--- src/rtl/frame_pingpong_ctrl.sv ---
`default_nettype none
// ============================================================================
// Module      : frame_pingpong_ctrl
// Description : Word-slot timer and ping-pong frame scheduler. Generates the
//               word strobe and write pulse/address into a two-bank frame
//               memory, hands each completed bank to a reader through a
//               request/done handshake, and flags overruns.
// Revision    : 1.0 - initial release
// ============================================================================
module frame_pingpong_ctrl #(
    parameter int WORDS  = 20,
    parameter int AW     = 5,
    parameter int PERIOD = 16,
    parameter int WE_DLY = 13
) (
    input  logic          clk,
    input  logic          rst,
    input  logic          en,
    output logic          strob,
    output logic [AW:0]   wrAdr,
    output logic          WE,
    output logic          frmRdy,
    input  logic          rdReq,
    output logic [AW:0]   rdAdr,
    output logic          rdVal,
    output logic          rdDone,
    output logic          ovf,
    input  logic          ovfClr
);

    localparam int TW = (PERIOD > 1) ? $clog2(PERIOD) : 1;

    localparam logic [TW-1:0] TMR_LAST   = TW'(PERIOD - 1);
    localparam logic [TW-1:0] TMR_HALF   = TW'(PERIOD / 2);
    localparam logic [TW-1:0] TMR_WE     = TW'(WE_DLY);
    localparam logic [AW-1:0] WORD_LAST  = AW'(WORDS - 1);

    localparam logic [1:0] R_IDLE = 2'd0;
    localparam logic [1:0] R_RUN  = 2'd1;
    localparam logic [1:0] R_DONE = 2'd2;

    logic [TW-1:0] tmr;
    logic [AW-1:0] wr_idx;
    logic          wr_bank;
    logic [AW-1:0] rd_idx;
    logic          rd_bank;
    logic [1:0]    state;
    logic [1:0]    state_nxt;

    logic          frame_end;
    logic          handoff;
    logic          overrun;

    // A frame completes on the WE of its last word; the bank may only be
    // handed over when the reader holds nothing or is releasing it now.
    assign frame_end = WE && (wr_idx == WORD_LAST);
    assign handoff   = frame_end && (!frmRdy || (state == R_DONE));
    assign overrun   = frame_end && !handoff;

    assign wrAdr = {wr_bank, wr_idx};
    assign rdAdr = {rd_bank, rd_idx};

    // Slot timer: free-running modulo PERIOD while enabled, parked at 0 otherwise
    always_ff @(posedge clk or negedge rst) begin
        if (!rst) begin
            tmr <= '0;
        end else if (!en) begin
            tmr <= '0;
        end else if (tmr == TMR_LAST) begin
            tmr <= '0;
        end else begin
            tmr <= tmr + 1'b1;
        end
    end

    // Registered strobe and write pulse, both decoded from the slot timer
    always_ff @(posedge clk or negedge rst) begin
        if (!rst) begin
            strob <= 1'b0;
            WE    <= 1'b0;
        end else begin
            strob <= en && (tmr < TMR_HALF);
            WE    <= en && (tmr == TMR_WE);
        end
    end

    // Write word/bank sequencing; an overrun rewrites the same bank from word 0
    always_ff @(posedge clk or negedge rst) begin
        if (!rst) begin
            wr_idx  <= '0;
            wr_bank <= 1'b0;
        end else if (WE) begin
            if (frame_end) begin
                wr_idx <= '0;
                if (handoff) begin
                    wr_bank <= ~wr_bank;
                end
            end else begin
                wr_idx <= wr_idx + 1'b1;
            end
        end
    end

    // Handoff bookkeeping: reader bank, ready level (set beats clear), overrun flag
    always_ff @(posedge clk or negedge rst) begin
        if (!rst) begin
            rd_bank <= 1'b0;
            frmRdy  <= 1'b0;
            ovf     <= 1'b0;
        end else begin
            if (handoff) begin
                rd_bank <= wr_bank;
            end
            if (handoff) begin
                frmRdy <= 1'b1;
            end else if (state == R_DONE) begin
                frmRdy <= 1'b0;
            end
            if (overrun) begin
                ovf <= 1'b1;
            end else if (ovfClr) begin
                ovf <= 1'b0;
            end
        end
    end

    // Read FSM state register
    always_ff @(posedge clk or negedge rst) begin
        if (!rst) begin
            state <= R_IDLE;
        end else begin
            state <= state_nxt;
        end
    end

    // Read FSM next-state: a request is only honoured when a bank is waiting
    always_comb begin
        state_nxt = state;
        case (state)
            R_IDLE:  if (rdReq && frmRdy) state_nxt = R_RUN;
            R_RUN:   if (rd_idx == WORD_LAST) state_nxt = R_DONE;
            R_DONE:  state_nxt = R_IDLE;
            default: state_nxt = R_IDLE;
        endcase
    end

    // Read FSM outputs, decoded from the state register only
    always_comb begin
        rdVal  = 1'b0;
        rdDone = 1'b0;
        case (state)
            R_RUN:   rdVal  = 1'b1;
            R_DONE:  rdDone = 1'b1;
            default: ;
        endcase
    end

    // Read word index: cleared on burst start, stepped every burst clock
    always_ff @(posedge clk or negedge rst) begin
        if (!rst) begin
            rd_idx <= '0;
        end else if (state == R_RUN) begin
            rd_idx <= (rd_idx == WORD_LAST) ? '0 : rd_idx + 1'b1;
        end else if (state_nxt == R_RUN) begin
            rd_idx <= '0;
        end
    end

endmodule
`default_nettype wire

--- config.mk ---
export PLATFORM = sky130hd
export DESIGN_NAME = frame_pingpong_ctrl
export DESIGN_NICKNAME = d
export VERILOG_FILES = /design/src/rtl/frame_pingpong_ctrl.sv
export SDC_FILE = /design/constraint.sdc
export NUM_CORES = 1
export LEC_CHECK = 0
export CORE_MARGIN = 2
export CORE_UTILIZATION = 46
export CTS_CLUSTER_DIAMETER = 120
export DETAILED_ROUTE_END_ITERATION = 8
export PLACE_DENSITY = 0.73
export SLEW_MARGIN = 20
export SYNTH_ARGS = -nofsm -noshare
export SYNTH_HDL_FRONTEND = slang
export SYNTH_SLANG_ARGS = --single-unit
export TNS_END_PERCENT = 30
--- constraint.sdc ---
create_clock -name clk -period 3.05 [get_ports clk]
set_input_delay 0.61 -clock clk [delete_from_list [all_inputs] [get_ports clk]]
set_output_delay 0.61 -clock clk [all_outputs]
set_load 0.02 [all_outputs]
==> reports/writeup.txt, run 1 <==
The flow ran to the end, and the final reports show no timing, DRC or antenna violations. Of the total standard cell area in the layout, the sequential portion is 40.3%. Per the gpl log, the routability congestion estimate is 0.790.

The run gives 0 for the final tally of hold violations. Across the placement rows, the number of tap cells is 28. The startpoint-to-endpoint class of the critical path was reg2out.

After layout the signal buffers, clock cells excluded, come to 16.7% of cell area. Dominant non-sequential cell family after synthesis: simple AND/OR/NAND/NOR gates. The run gives 0.00495 ns for the clock tree skew after final layout. Across the whole layout, multi-input logic makes up 34.4% of the cell area. The post-synth register bit count is 22. For the share of synthesized area occupied by flip-flops and latches, the log shows 51.6%. The launch point of the critical path was reported as state[1]. The pre-CTS setup check shows a worst slack of 0.988 ns.

For this run, the number of Yosys warnings is 0. The die covers 0.00272 mm^2. Ranked by total cell area, the synthesized netlist is headed by sky130_fd_sc_hd__dfrtp_1 52%, sky130_fd_sc_hd__ha_1 4.7%, sky130_fd_sc_hd__inv_1 2.8%. The run gives 2.41 ns for the clock period minus worst slack.

The run gives 8 for the number of non-clock inverters in the layout. By count the netlist is led by 22 x sky130_fd_sc_hd__dfrtp_1, 8 x sky130_fd_sc_hd__inv_1, 6 x sky130_fd_sc_hd__nand2_1. The tools report the area of combinational cells with multiple inputs as 470 um^2. The worst-path cell with the longest stage delay was sky130_fd_sc_hd__clkdlybuf4s50_1. The most repeated cell in the gate-level netlist after synthesis was sky130_fd_sc_hd__dfrtp_1. The simple-gate portion of the synthesized area works out to 20.4%. The number of gates resized after CTS was 0. The script parses the final routing iteration and logs DRC violations as 0.

STA classifies the critical path endpoint as an output pin. The finished cells cover 0.00137 mm^2. Per the finish-stage timing summary, setup violations number 0. Per the cell usage report, the commonest logic cells after layout are 22 x sky130_fd_sc_hd__dfrtp_1, 22 x sky130_fd_sc_hd__clkdlybuf4s50_1, 8 x sky130_fd_sc_hd__inv_1. With the antenna cell count at 0, the layout clock buffer count is 3.

Share of cell area taken by muxes after synthesis: 1.41%. The worst-case headroom to the max-slew limit came out at 77.6%. The most critical setup path has its endpoint at rdVal. Including well taps, the total number of placed cells is 145.

The endpoint of the worst hold path is reported as wr_bank. Note that the worst hold path type here is reg2reg. The placeable core region came out at 0.00221 mm^2.

The logs give 39 for the distinct cell type count of the synthesized netlist and 0 ns for the sum of negative setup slack. CTS reports a maximum clock tree buffer depth of 2. With the number of ports placed on the die boundary at 23, the depth of the worst hold-timing path is 1. The initialized floorplan defines 17 standard-cell rows. The number of synthesized flops with an enable pin came out at 0. After detailed placement, the total cell area comes to 0.00131 mm^2.

The registers of the reported paths see a clock transition of 0.12 ns. The logs give 105 for the number of nets in the synthesized netlist and 545 uW for the overall power. After Yosys synthesis, XOR and XNOR cells account for 2.46% of the synthesized area.

Per the OpenROAD floorplan log, the height of the die is 52.1 um. In this run the static leakage power is 0.637 nW. The filler cells instantiated in the layout total 184. In this run the post-CTS setup repair buffer count came out at 0.

The register area was 551 um^2. The worst flop-to-flop path startpoint is wr_idx[0]. The run gives 131 for the final layout net count. The via count of the first global-routing pass was 744; the tightest hold margin was 0.498 ns. The number of warnings reported in the stage logs is 27. Cells fill 61.8% of the core in the end. The number of I/O port buffers was 22; the average footprint of a synthesized cell was 11.1 um^2. Of the available clock period, the critical path in the final layout requires 79.2%. The run gives 400 uV for the maximum vdd drop. TritonCTS built the clock tree. The run gives 0 as the initial antenna violation count.

The combined global-route utilization of all metal layers was 16.0%. The power density normalized to cell area came out at 399 mW/mm^2. Clock latency on the worst-skew pair, taken at its later pin, is 0.30 ns.

The area growth from synthesis to layout was 28.2%. The count of buffer and inverter cells on the critical path was 2; the number of sequential cells was 22. Yosys reports that the leading cell type by area covers 51.6% of the netlist area. The level count of the clock H-tree was 1; the number of cell instances after yosys synthesis was 96.

Entering global routing, the biggest net connects 23 pins. TritonCTS created 3 clock buffers. After detailed routing, the total wire length is 1870 um. For this run, the slowest stage of the critical path takes 0.63 ns. The run gives 12.5 um for the routed wire length per instance. The run gives 3.85% for the clock-cell share of area. The number of signal-net buffers in the layout is 23. The async set-or-reset flop fraction in the synthesized netlist works out to 100%. Per STA, the worst path is made up of nand2b_1 > inv_1 > clkdlybuf4s50_1.

The chip area estimate from yosys synthesis came out at 0.00107 mm^2. Per the CTS log, the root buffer master is sky130_fd_sc_hd__clkbuf_4. The logs give 0 for the total of max-cap violations and 22 for the count of clock tree sinks. The run gives 0 for the number of buffers inserted for hold repair after clock tree synthesis. The endpoint of the lowest-slack register-to-register path is rd_bank. Before antenna repair, the detailed router went through 3 iterations.

For the worst min-delay path, the startpoint reported by OpenROAD is wr_bank. The run gives 0 as the total global routing overflow. The first-pass GRT wire length is 3170 um, and the final HPWL from detailed placement is 1390 um.
-- run 1: registers in the layout (all words and copies together), names as in the netlist --
signal	cells
WE	1
rd_bank	1
wr_idx	5
frmRdy	1
rd_idx	5
ovf	1
state	2
wr_bank	1
tmr	4
strob	1
-- run 1: report_power, final --
| part | switching [mW] | internal, mW | total (mW) |
|---|---|---|---|
| Sequential | 0.00501 | 0.296 | 0.301 |
| Combinational | 0.0132 | 0.0115 | 0.0246 |
| Clock | 0.0862 | 0.133 | 0.219 |
| Total | 0.104 | 0.440 | 0.545 |
-- run 1: routing by layer --
metal  GRT usage, %  share of wire, %
met1           18.9                47
met4           3.85              0.75
met3           6.03               4.1
met2           27.4                48
met5              0                 0
==> run_1/clk_routes.png <==
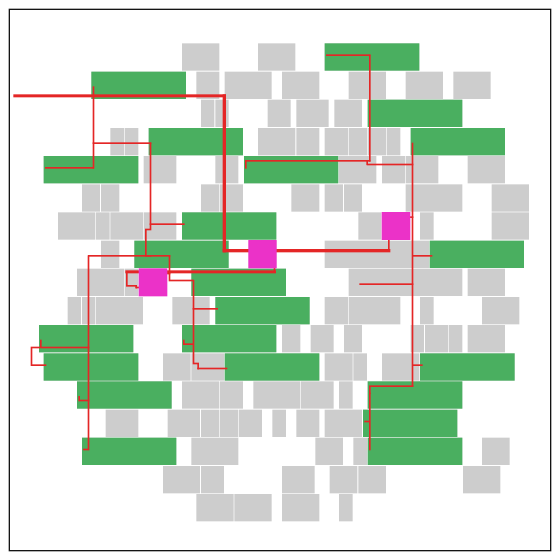
[flip-flops] green | count: 22
[clock drivers] magenta | count: 3
[clock wires] red | length: 237 um
routed clock nets: 4

==> run_1/placement_by_type.png <==
Scale bar: 20 um.
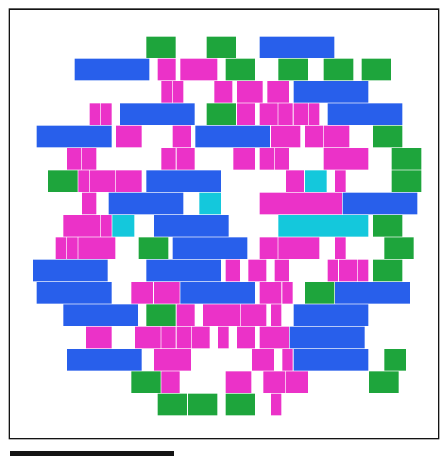
| class | color | cells |
|---|---|---|
| flops | blue | 22 |
| combinational and other logic | magenta | 72 |
| other buffers and delay cells | green | 23 |
| clock drivers and dummy loads | cyan | 4 |

==> run_1/congestion.png <==
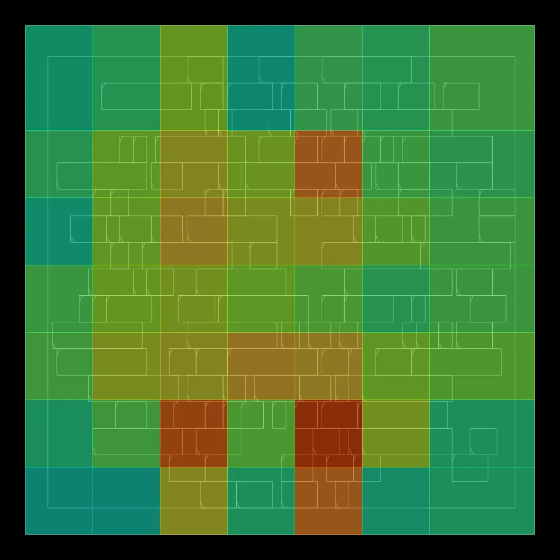
met3 layer usage reported by global route: 6.03%
met2 layer usage reported by global route: 27.4%

==> run_1/wires.png <==
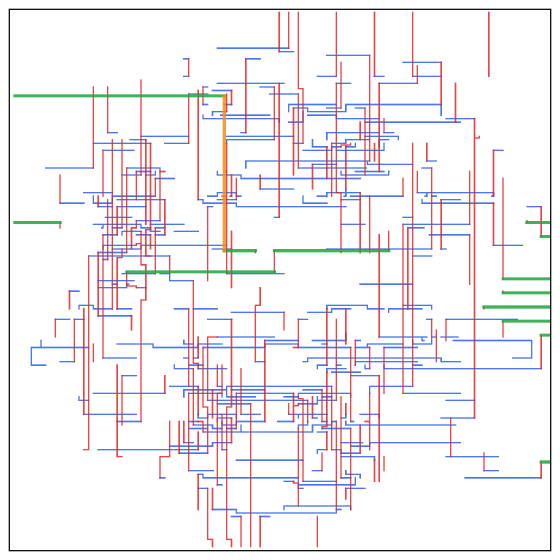
| layer | color | wire length |
|---|---|---|
| metal 2 | red | 899 um |
| metal 1 | blue | 879 um |
| metal 4 | orange | 15.0 um |
| metal 3 | green | 76.4 um |

## Run 2: what changed since run 1
- clock period: 3.05 -> 2.3 ns (I/O delays scaled with it)
==> run_2/wires.png <==
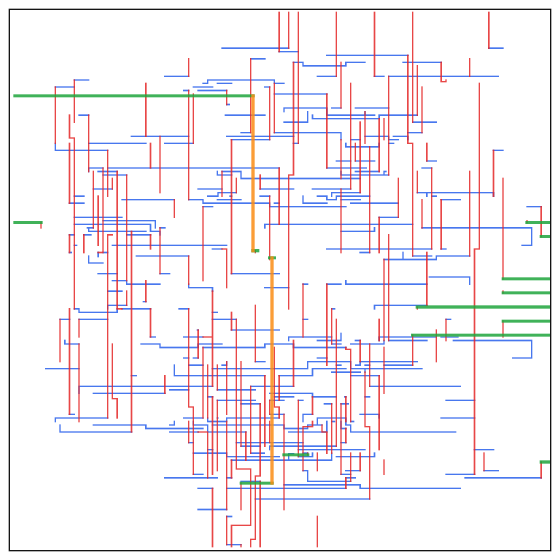
| layer | color | wire length |
|---|---|---|
| metal 4 | orange | 36.7 um |
| metal 3 | green | 73.6 um |
| metal 1 | blue | 847 um |
| metal 2 | red | 875 um |

==> run_2/power_grid.png <==
Scale bar: 20 um. Pins as bars on the die edge. Tap cells in gray.
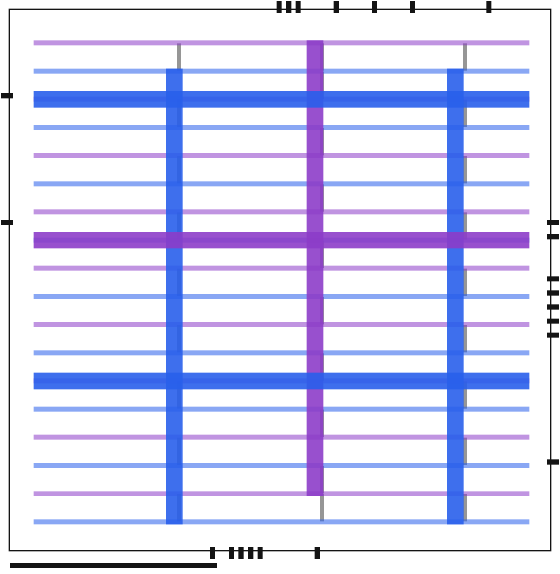
| net | color |
|---|---|
| VDD | purple |
| VSS | blue |
met5 straps: 3
rows: 17
tap cells: 28
signal pins: 23

==> reports/writeup.txt, run 2 <==
TritonCTS built the clock tree. The count of tool warnings is 27 (unchanged), and the area of combinational cells with multiple inputs is 470 um^2 (unchanged). The largest registers in the layout are rd_idx (5), wr_idx (5), tmr (4).

The commonest cells after synthesis are 22 x sky130_fd_sc_hd__dfrtp_1, 8 x sky130_fd_sc_hd__inv_1, 6 x sky130_fd_sc_hd__nand2_1. The number of signal-net buffers in the layout is 23 (unchanged). The run gives 551 um^2 (unchanged) as the register area. The setup violation total in the final timing report is 0 (unchanged), and the number of well-tap cells placed is 28 (unchanged).

The clock-cell share of area came out at 3.84% (-0.0070 points). The worst-case setup slack after placement was 0.401 ns (-0.587 ns). Number of warning messages in the yosys log: 0 (unchanged). STA lists the endpoint of the worst register-to-register path as rd_bank. Clock network power: 293 uW (+34%). The tools report the number of cell instances after yosys synthesis as 96 (unchanged).

The tools report the number of ports placed on the die boundary as 23 (unchanged). The tools report the full die area as 0.00272 mm^2 (unchanged). The final HPWL from detailed placement was 1420 um (+2.5%); the reported sequential group power was 399 uW (+33%). With the iteration count of the initial detailed-routing pass at 4 (+1), the share of synthesized area occupied by flip-flops and latches is 51.6% (unchanged). The remaining design rule violation count is 0 (unchanged), and the number of rows created at floorplan is 17 (unchanged).

Async set-or-reset flop fraction in the synthesized netlist: 100% (unchanged). STA classifies the critical path endpoint as an output pin. The maximum vdd drop was 331 uV (-17%); the clock transition at the registers of the reported paths was 0.12 ns (about the same). For the clock insertion delay at the later pin of the skew report, the log shows 0.31 ns (about the same).

The startpoint of the most critical setup path is state[0]. The area after detailed placement was 0.00131 mm^2 (unchanged). The height of the die was 52.1 um (unchanged). Buffer cell driving the clock tree root: sky130_fd_sc_hd__clkbuf_4. The placeable core region is 0.00221 mm^2 (unchanged). Total of max-cap violations: 0 (unchanged).

In the layout the commonest cells are 22 x sky130_fd_sc_hd__dfrtp_1, 21 x sky130_fd_sc_hd__clkdlybuf4s50_1, 8 x sky130_fd_sc_hd__inv_1. The logs give 73 um (-3.9%) for the length of routed met3 wiring and 0 ns (unchanged) for the sum of negative setup slack. The number of I/O port buffers works out to 22 (unchanged). The TritonCTS buffer count was 3 (unchanged); the stage delay of the slowest cell on the critical path was 0.59 ns (-0.04 ns). The overall power is 723 uW (+33%).

Switching share of total power: 19.3% (+0.13 points). The run gives 0.656 nW (+2.9%) as the leakage power. Distinct cell type count of the synthesized netlist: 39 (unchanged). With the cell-internal power at 584 uW (+33%), the share of the clock period used by the worst path is 87.2%. The number of sequential cells is 22 (unchanged), and the maximum number of buffers from clock root to sink is 2 (unchanged). The average footprint of a synthesized cell was 11.1 um^2 (unchanged). The met2 track demand over resource in global routing was 26.2% (-1.3 points); the chip area estimate from yosys synthesis was 0.00107 mm^2 (unchanged).

The non-clock buffering overhead in the final layout works out to 16.8% (+0.15 points). The routed wire length is 1830 um (-2.0%), and the met3 usage in global routing is 3.16% (-2.9 points). In the power breakdown, the biggest contributor is registers. For the first-pass GRT wire length, the log shows 3210 um (+1.1%).

For reference, the critical path cell chain is nand2b_4 > inv_1 > clkdlybuf4s50_1. The number of synthesized flops with an enable pin works out to 0 (unchanged). The run gives 2.00 ns for the clock period minus worst slack.

The level count of the clock H-tree was 1 (unchanged). With the area share of the largest cell type after synthesis at 51.6% (unchanged), the fraction of power consumed by combinational cells is 4.4% (about the same). The run gives 0 (unchanged) as the initial antenna violation count. Via count of the first global-routing pass: 716 (-3.8%). The worst register-to-register path begins at wr_idx[0]. Of the combinational cells, the family taking the most area is simple AND/OR/NAND/NOR gates.

The number of buffers inserted by post-CTS setup repair is 0 (unchanged), and the final tally of hold violations is 0 (unchanged). With the share of cell area taken by muxes after synthesis at 1.41% (unchanged), the number of non-clock inverters in the layout is 8 (unchanged). The run finished with clean final reports. Startpoint-to-endpoint class of the critical path: reg2out. The share of power burned in the clock network is 40.5% (+0.3 points). The tools report the count of fill cells added during filler insertion as 202 (+9.8%). The wire length on met1 came out at 846 um (-3.6%). From synthesis to final layout, the design area changed by 28.4%.

The power density normalized to cell area works out to 528 mW/mm^2 (+33%).
[run 2: netlist changes by cell type in the layout (fill, tap and decap cells not counted)]
cell	delta
sky130_fd_sc_hd__clkdlybuf4s50_1	-1
sky130_fd_sc_hd__dlymetal6s2s_1	+1
[run 2: metrics by stage]
step | instances | hold slack, ns | util (%)
after floorplan | 96 | 0.164 | -
after global placement | 145 | 0.474 | 59.4
after detailed placement | 145 | 0.488 | 59.4
after CTS | 149 | 0.480 | 61.8
after global routing | 149 | 0.490 | 61.9
final | 149 | 0.475 | 61.9
[run 2: what timing repair did]
item                                    in CTS  in global routing
resized                                      0                  1
hold buffers                                 0                  0
endpoints found under the setup margin       0                  1
Power and IR drop assume default switching activity.
